### config.mk
export PLATFORM = sky130hd
export DESIGN_NAME = pcs_rx_gearbox_lock
export DESIGN_NICKNAME = d
export VERILOG_FILES = /design/src/rtl/pcs_rx_gearbox_lock_pkg.sv /design/src/rtl/pcs_rx_gearbox.sv /design/src/rtl/pcs_rx_gearbox_lock.sv
export SDC_FILE = /design/constraint.sdc
export NUM_CORES = 1
export LEC_CHECK = 0
export CAP_MARGIN = 20
export CORE_MARGIN = 1
export CORE_UTILIZATION = 50
export DETAILED_ROUTE_END_ITERATION = 8
export DONT_BUFFER_PORTS = 1
export HOLD_SLACK_MARGIN = 0.03
export SYNTH_ARGS = -nofsm -noshare
export SYNTH_HDL_FRONTEND = slang
export SYNTH_SLANG_ARGS = --single-unit
### constraint.sdc
create_clock -name clk -period 13.54 [get_ports clk]
set_clock_uncertainty 0.2 [all_clocks]
set_input_delay 4.062 -clock clk [delete_from_list [all_inputs] [get_ports clk]]
set_output_delay 4.062 -clock clk [all_outputs]
set_load 0.01 [all_outputs]
### src/rtl/pcs_rx_gearbox_lock_pkg.sv
// rtl/pcs_rx_gearbox_lock_pkg.sv - shared widths, sync headers and lock FSM states for the PCS RX gearbox
package pcs_rx_gearbox_lock_pkg;

    localparam int HEAD_W    = 2;
    localparam int DATA_W    = 64;
    localparam int BLOCK_W   = HEAD_W + DATA_W;
    localparam int LOCK_CNT  = 64;
    localparam int INVLD_MAX = 16;
    localparam int BUF_W     = 2 * BLOCK_W - 2;
    localparam int FILL_W    = 8;
    localparam int SH_CNT_W  = 7;
    localparam int INVLD_W   = 5;

    localparam logic [HEAD_W-1:0] SYNC_DATA = 2'b01;
    localparam logic [HEAD_W-1:0] SYNC_CTRL = 2'b10;

    typedef enum logic [2:0] {
        LOCK_INIT,
        RESET_CNT,
        TEST_SH,
        SLIP,
        SLIP_WAIT
    } lock_state_t;

    function automatic logic sync_valid(input logic [HEAD_W-1:0] hdr);
        return (hdr == SYNC_DATA) || (hdr == SYNC_CTRL);
    endfunction

endpackage

### src/rtl/pcs_rx_gearbox.sv
// rtl/pcs_rx_gearbox.sv - 64->66 bit gearbox with single-bit slip and registered block output
module pcs_rx_gearbox
    import pcs_rx_gearbox_lock_pkg::*;
(
    input  logic               clk,
    input  logic               reset,
    input  logic               data_v,
    input  logic [DATA_W-1:0]  data,
    input  logic               slip_req,
    output logic               slip_pend,
    output logic               nxt_v,
    output logic [HEAD_W-1:0]  nxt_hdr,
    output logic               block_v,
    output logic [BLOCK_W-1:0] block
);

    logic [BUF_W-1:0]   sbuf_q;
    logic [BUF_W-1:0]   merged;
    logic [FILL_W-1:0]  fill_q;
    logic [FILL_W-1:0]  nfill;
    logic               slip_pend_q;
    logic               block_v_q;
    logic [BLOCK_W-1:0] block_q;

    // Bits above fill are always zero, so a pending slip is a plain right shift of the merged word.
    always_comb begin
        merged  = (sbuf_q | ({{(BUF_W-DATA_W){1'b0}}, data} << fill_q)) >> slip_pend_q;
        nfill   = fill_q + FILL_W'(DATA_W) - FILL_W'(slip_pend_q);
        nxt_v   = data_v && (nfill >= FILL_W'(BLOCK_W));
        nxt_hdr = merged[HEAD_W-1:0];
    end

    always_ff @(posedge clk or posedge reset) begin
        if (reset) begin
            sbuf_q      <= '0;
            fill_q      <= '0;
            slip_pend_q <= 1'b0;
            block_v_q   <= 1'b0;
            block_q     <= '0;
        end else begin
            slip_pend_q <= slip_req | (slip_pend_q & ~data_v);
            block_v_q   <= nxt_v;
            if (data_v) begin
                if (nxt_v) begin
                    sbuf_q  <= merged >> BLOCK_W;
                    fill_q  <= nfill - FILL_W'(BLOCK_W);
                    block_q <= merged[BLOCK_W-1:0];
                end else begin
                    sbuf_q <= merged;
                    fill_q <= nfill;
                end
            end
        end
    end

    assign slip_pend = slip_pend_q;
    assign block_v   = block_v_q;
    assign block     = block_q;

endmodule

### src/rtl/pcs_rx_gearbox_lock.sv
// rtl/pcs_rx_gearbox_lock.sv - RX gearbox plus block-lock FSM; PCS_RX_LOCK_STATS_EN adds slip/lock-loss counters
module pcs_rx_gearbox_lock
    import pcs_rx_gearbox_lock_pkg::*;
(
    input  logic               clk,
    input  logic               reset,
    input  logic               data_v_i,
    input  logic [DATA_W-1:0]  data_i,
    output logic               block_v_o,
    output logic [BLOCK_W-1:0] block_o,
    output logic               block_lock_o,
    output logic               slip_o
`ifdef PCS_RX_LOCK_STATS_EN
    ,
    output logic [15:0]        slip_cnt_o,
    output logic [15:0]        lock_loss_cnt_o
`endif
);

    lock_state_t         state_q, state_n;
    logic                nxt_v, slip_pend, slip, cnt_clr;
    logic [HEAD_W-1:0]   nxt_hdr;
    logic                hdr_ok, test_en, cnt_hit, invld_hit, lock_set, lock_clr, lock_q;
    logic [SH_CNT_W-1:0] sh_cnt_q, sh_cnt_n;
    logic [INVLD_W-1:0]  sh_invld_q, sh_invld_n;

    pcs_rx_gearbox u_gearbox (
        .clk       (clk),
        .reset     (reset),
        .data_v    (data_v_i),
        .data      (data_i),
        .slip_req  (slip),
        .slip_pend (slip_pend),
        .nxt_v     (nxt_v),
        .nxt_hdr   (nxt_hdr),
        .block_v   (block_v_o),
        .block     (block_o)
    );

    always_comb begin
        hdr_ok     = sync_valid(nxt_hdr);
        test_en    = (state_q == TEST_SH) && nxt_v;
        sh_cnt_n   = (sh_cnt_q == '1) ? sh_cnt_q : sh_cnt_q + 1'b1;
        sh_invld_n = (!hdr_ok && sh_invld_q != '1) ? sh_invld_q + 1'b1 : sh_invld_q;
        cnt_hit    = (sh_cnt_n == SH_CNT_W'(LOCK_CNT));
        invld_hit  = !hdr_ok && (sh_invld_n == INVLD_W'(INVLD_MAX));
        lock_set   = test_en && !lock_q && hdr_ok && cnt_hit;
        lock_clr   = test_en && lock_q && invld_hit;
    end

    always_ff @(posedge clk or posedge reset) begin
        if (reset) state_q <= LOCK_INIT;
        else       state_q <= state_n;
    end

    always_comb begin
        state_n = state_q;
        case (state_q)
            LOCK_INIT: state_n = RESET_CNT;
            RESET_CNT: if (!slip_pend) state_n = TEST_SH;
            TEST_SH: begin
                if (test_en) begin
                    if (lock_q ? invld_hit : !hdr_ok) state_n = SLIP;
                    else if (cnt_hit)                  state_n = RESET_CNT;
                end
            end
            SLIP:      state_n = SLIP_WAIT;
            // Hold until the gearbox has consumed the slip on a valid beat.
            SLIP_WAIT: if (!slip_pend) state_n = RESET_CNT;
            default:   state_n = LOCK_INIT;
        endcase
    end

    always_comb begin
        slip    = (state_q == SLIP);
        cnt_clr = (state_q == RESET_CNT);
    end

    always_ff @(posedge clk or posedge reset) begin
        if (reset) begin
            sh_cnt_q   <= '0;
            sh_invld_q <= '0;
            lock_q     <= 1'b0;
        end else begin
            if (cnt_clr) begin
                sh_cnt_q   <= '0;
                sh_invld_q <= '0;
            end else if (test_en) begin
                sh_cnt_q   <= sh_cnt_n;
                sh_invld_q <= sh_invld_n;
            end
            if (lock_set)      lock_q <= 1'b1;
            else if (lock_clr) lock_q <= 1'b0;
        end
    end

    assign block_lock_o = lock_q;
    assign slip_o       = slip;

`ifdef PCS_RX_LOCK_STATS_EN
    logic [15:0] slip_cnt_q, lock_loss_q;

    always_ff @(posedge clk or posedge reset) begin
        if (reset) begin
            slip_cnt_q  <= '0;
            lock_loss_q <= '0;
        end else begin
            if (slip && slip_cnt_q != '1)      slip_cnt_q  <= slip_cnt_q + 1'b1;
            if (lock_clr && lock_loss_q != '1) lock_loss_q <= lock_loss_q + 1'b1;
        end
    end

    assign slip_cnt_o      = slip_cnt_q;
    assign lock_loss_cnt_o = lock_loss_q;
`endif

endmodule

Figure 1. I/O nets highlighted.
Scale bar: 50 um.
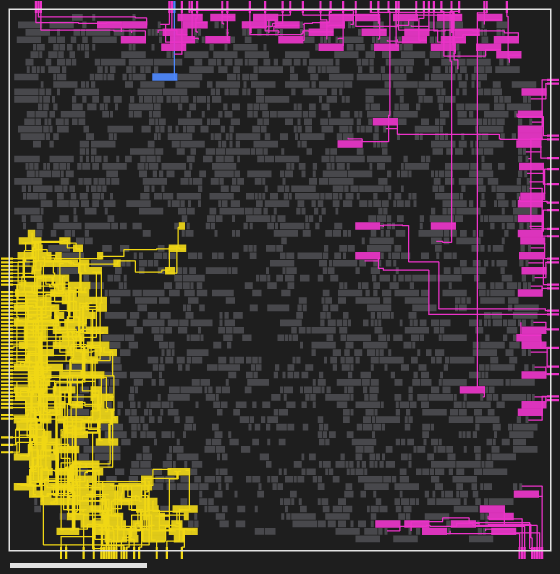
Key: data_i = yellow [bits 64, direction input, end cells 139, buffers 0, wire 4,680 um]; block_v_o = blue [bits 1, direction output, end cells 1, buffers 0, wire 25.9 um]; block_o = magenta [bits 66, direction output, end cells 66, buffers 0, wire 2,020 um]

Figure 2. Cell outlines without signal wires.
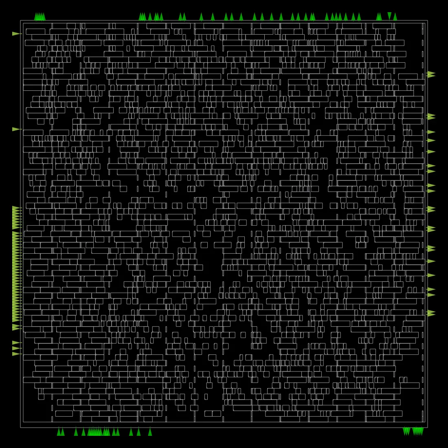
number of rows in the core area: 71
post-layout utilization of the core: 53.67%
number of fill cells: 3,437
final instance count without filler cells: 2,457

==> flow.log <==
[report] extracting results
[metrics] post-layout net count: approximately 2,000
[metrics] count of library flops with an enable pin: 0
[metrics] number of antenna violations at the first check in global routing: 0
[metrics] Syn Nets: approximately 2,100
[metrics] worst-case hold path end point: u_gearbox.sbuf_q[114]$_DFFE_PP0P_
[metrics] cell with the largest stage delay on the worst path: a221oi_1
[metrics] Worst Hold Class: reg -> reg
[metrics] number of warnings reported in the yosys synthesis log: 0
[metrics] Max Fanout on Critical Path: 6
[metrics] largest family of logic cells by area: multiplexers
[metrics] synthesized-area fraction occupied by and/or/nand/nor cells: approximately 14%
[metrics] critical path endpoint: u_gearbox.sbuf_q[62]$_DFFE_PP0P_
[metrics] count of warning messages emitted by the tools: 26
[metrics] final design instance area without fill: just over 0.02 mm^2
[metrics] Routability Congestion: 1.045
[metrics] synth top area cells: dfrtp_1 (29%), mux4_2 (13%), mux2_2 (5.7%)
[metrics] TritonCTS clock tree: yes
[metrics] final critical path time including I/O delays and setup: 6.984 ns
[metrics] register name with the most flops: u_gearbox.sbuf_q
[metrics] clkbuf count: 37
[metrics] final global-route overflow total: 0
[metrics] worst hold path startpoint: u_gearbox.sbuf_q[114]$_DFFE_PP0P_
[metrics] post-synthesis instance area: ~0.019 mm^2
[metrics] kind of end point of the critical path: register
[metrics] antenna diode count: 0
[metrics] count of buffers not belonging to the clock network in the layout: ~42
[metrics] floorplan-stage core utilization: between 50% and 60%
[metrics] worst relative slew slack: between 20% and 30%
[metrics] startpoint type of the worst setup path: primary input
[metrics] number of different library cells in the post-synthesis netlist: between 80 and 90
[metrics] antenna-violating nets left: 0
[metrics] fraction of synthesis flops using an asynchronous set or reset pin: 100.0%
[metrics] Flop Count: between 200 and 250
[metrics] total number of clock tree sinks: between 200 and 250
[metrics] routed vias: roughly 18,000
[metrics] Multi-input gate area: 0.01259 mm^2
[metrics] Die W: 197.2 um
[metrics] Most Used Layer, Global Route: met2
[metrics] clock insertion delay at the later pin of the skew report: roughly 0.57 ns
[metrics] Clock Tree Buf Depth: 3
[metrics] first element of the critical path: data_i[11]
[metrics] number of cells in the yosys synthesis report: 2,037
[metrics] DRC violation count after routing: 0
[metrics] Seq/total area: 27.62%
[metrics] top logic cells by instance count in the layout: nand2_1 (238), dfrtp_1 (215), o21ai_0 (138)
[metrics] chip area: slightly below 0.04 mm^2
[metrics] Chip Area, Yosys: 0.01905 mm^2
[metrics] kind of critical path: in -> reg
[metrics] cell-by-cell trace of the critical path: mux4_1 -> mux2_2 -> mux2i_1 -> a32oi_1 -> a221oi_1 -> mux2i_1 -> a221o_1
[metrics] post-cts resize count: 0
[metrics] die boundary height: around 200 um
[metrics] clock tree root buffer cell: clkbuf_16
[metrics] worst hold slack: about 0.28 ns
[metrics] start of the worst register-to-register path: u_gearbox.fill_q[0]$_DFFE_PP0P_
[metrics] syn_area_per_cell: roughly 9.4 um^2
[metrics] worst r2r dst: u_gearbox.sbuf_q[57]$_DFFE_PP0P_
[metrics] wire length of the first global-routing pass: between 100,000 and 150,000 um
[metrics] Clock transition at path regs: roughly 0.060 ns
[metrics] reg2reg path depth: 13
[metrics] post-placement cell count: 2,407
[metrics] largest net degree at the start of global routing: approximately 97
[metrics] Global Route met1 Usage: 56.71%
[metrics] maximum clock rate: roughly 0.14 GHz
[metrics] max_cap viols: 0
[metrics] count of pins over their slew limit: 0
[metrics] XOR Share, Synth: 0.5976%
[metrics] non-clock inverter count: 40
[metrics] top cells by instance count after synthesis: nand2_1 (240), dfrtp_1 (222), nor2_1 (140), o21ai_0 (138), clkbuf_1 (114)
[metrics] final-layout clock-cell area share: between 4 and 5%
[metrics] top-area cell type share of the netlist area: 29.16%
[metrics] run status: finished clean
[metrics] length of routed met2 wiring: 33,410 um
[metrics] count of buffers added by post-CTS timing repair for setup: 0
[metrics] Core Region: 0.03758 mm^2
[metrics] count of endpoints failing setup in the final report: 0
[metrics] number of H-tree levels: 1
[metrics] family with the most delay on the worst path: multiplexers
[metrics] Post-Synth AOI/OAI Area: between 20% and 30%
[metrics] worst setup slack after layout: around 6.6 ns
Figure 3. Routed metal, one color a layer.
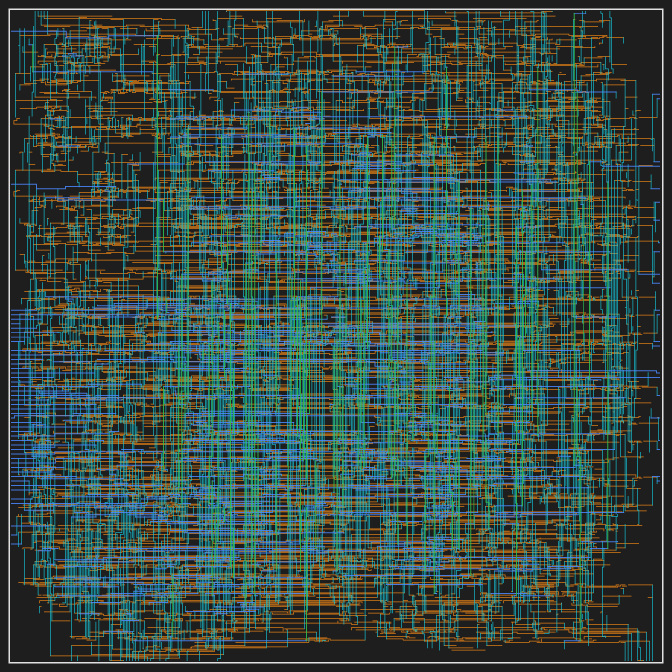
Key: met2 = cyan [wire length 33.4 mm]; met3 = blue [wire length 9,040 um]; met1 = orange [wire length 32.1 mm]; met4 = green [wire length 4,700 um]
mean routed wirelength per cell: 32.27 um
GRT Overall Usage: 40.56%
DRT Wirelength: 79,290 um

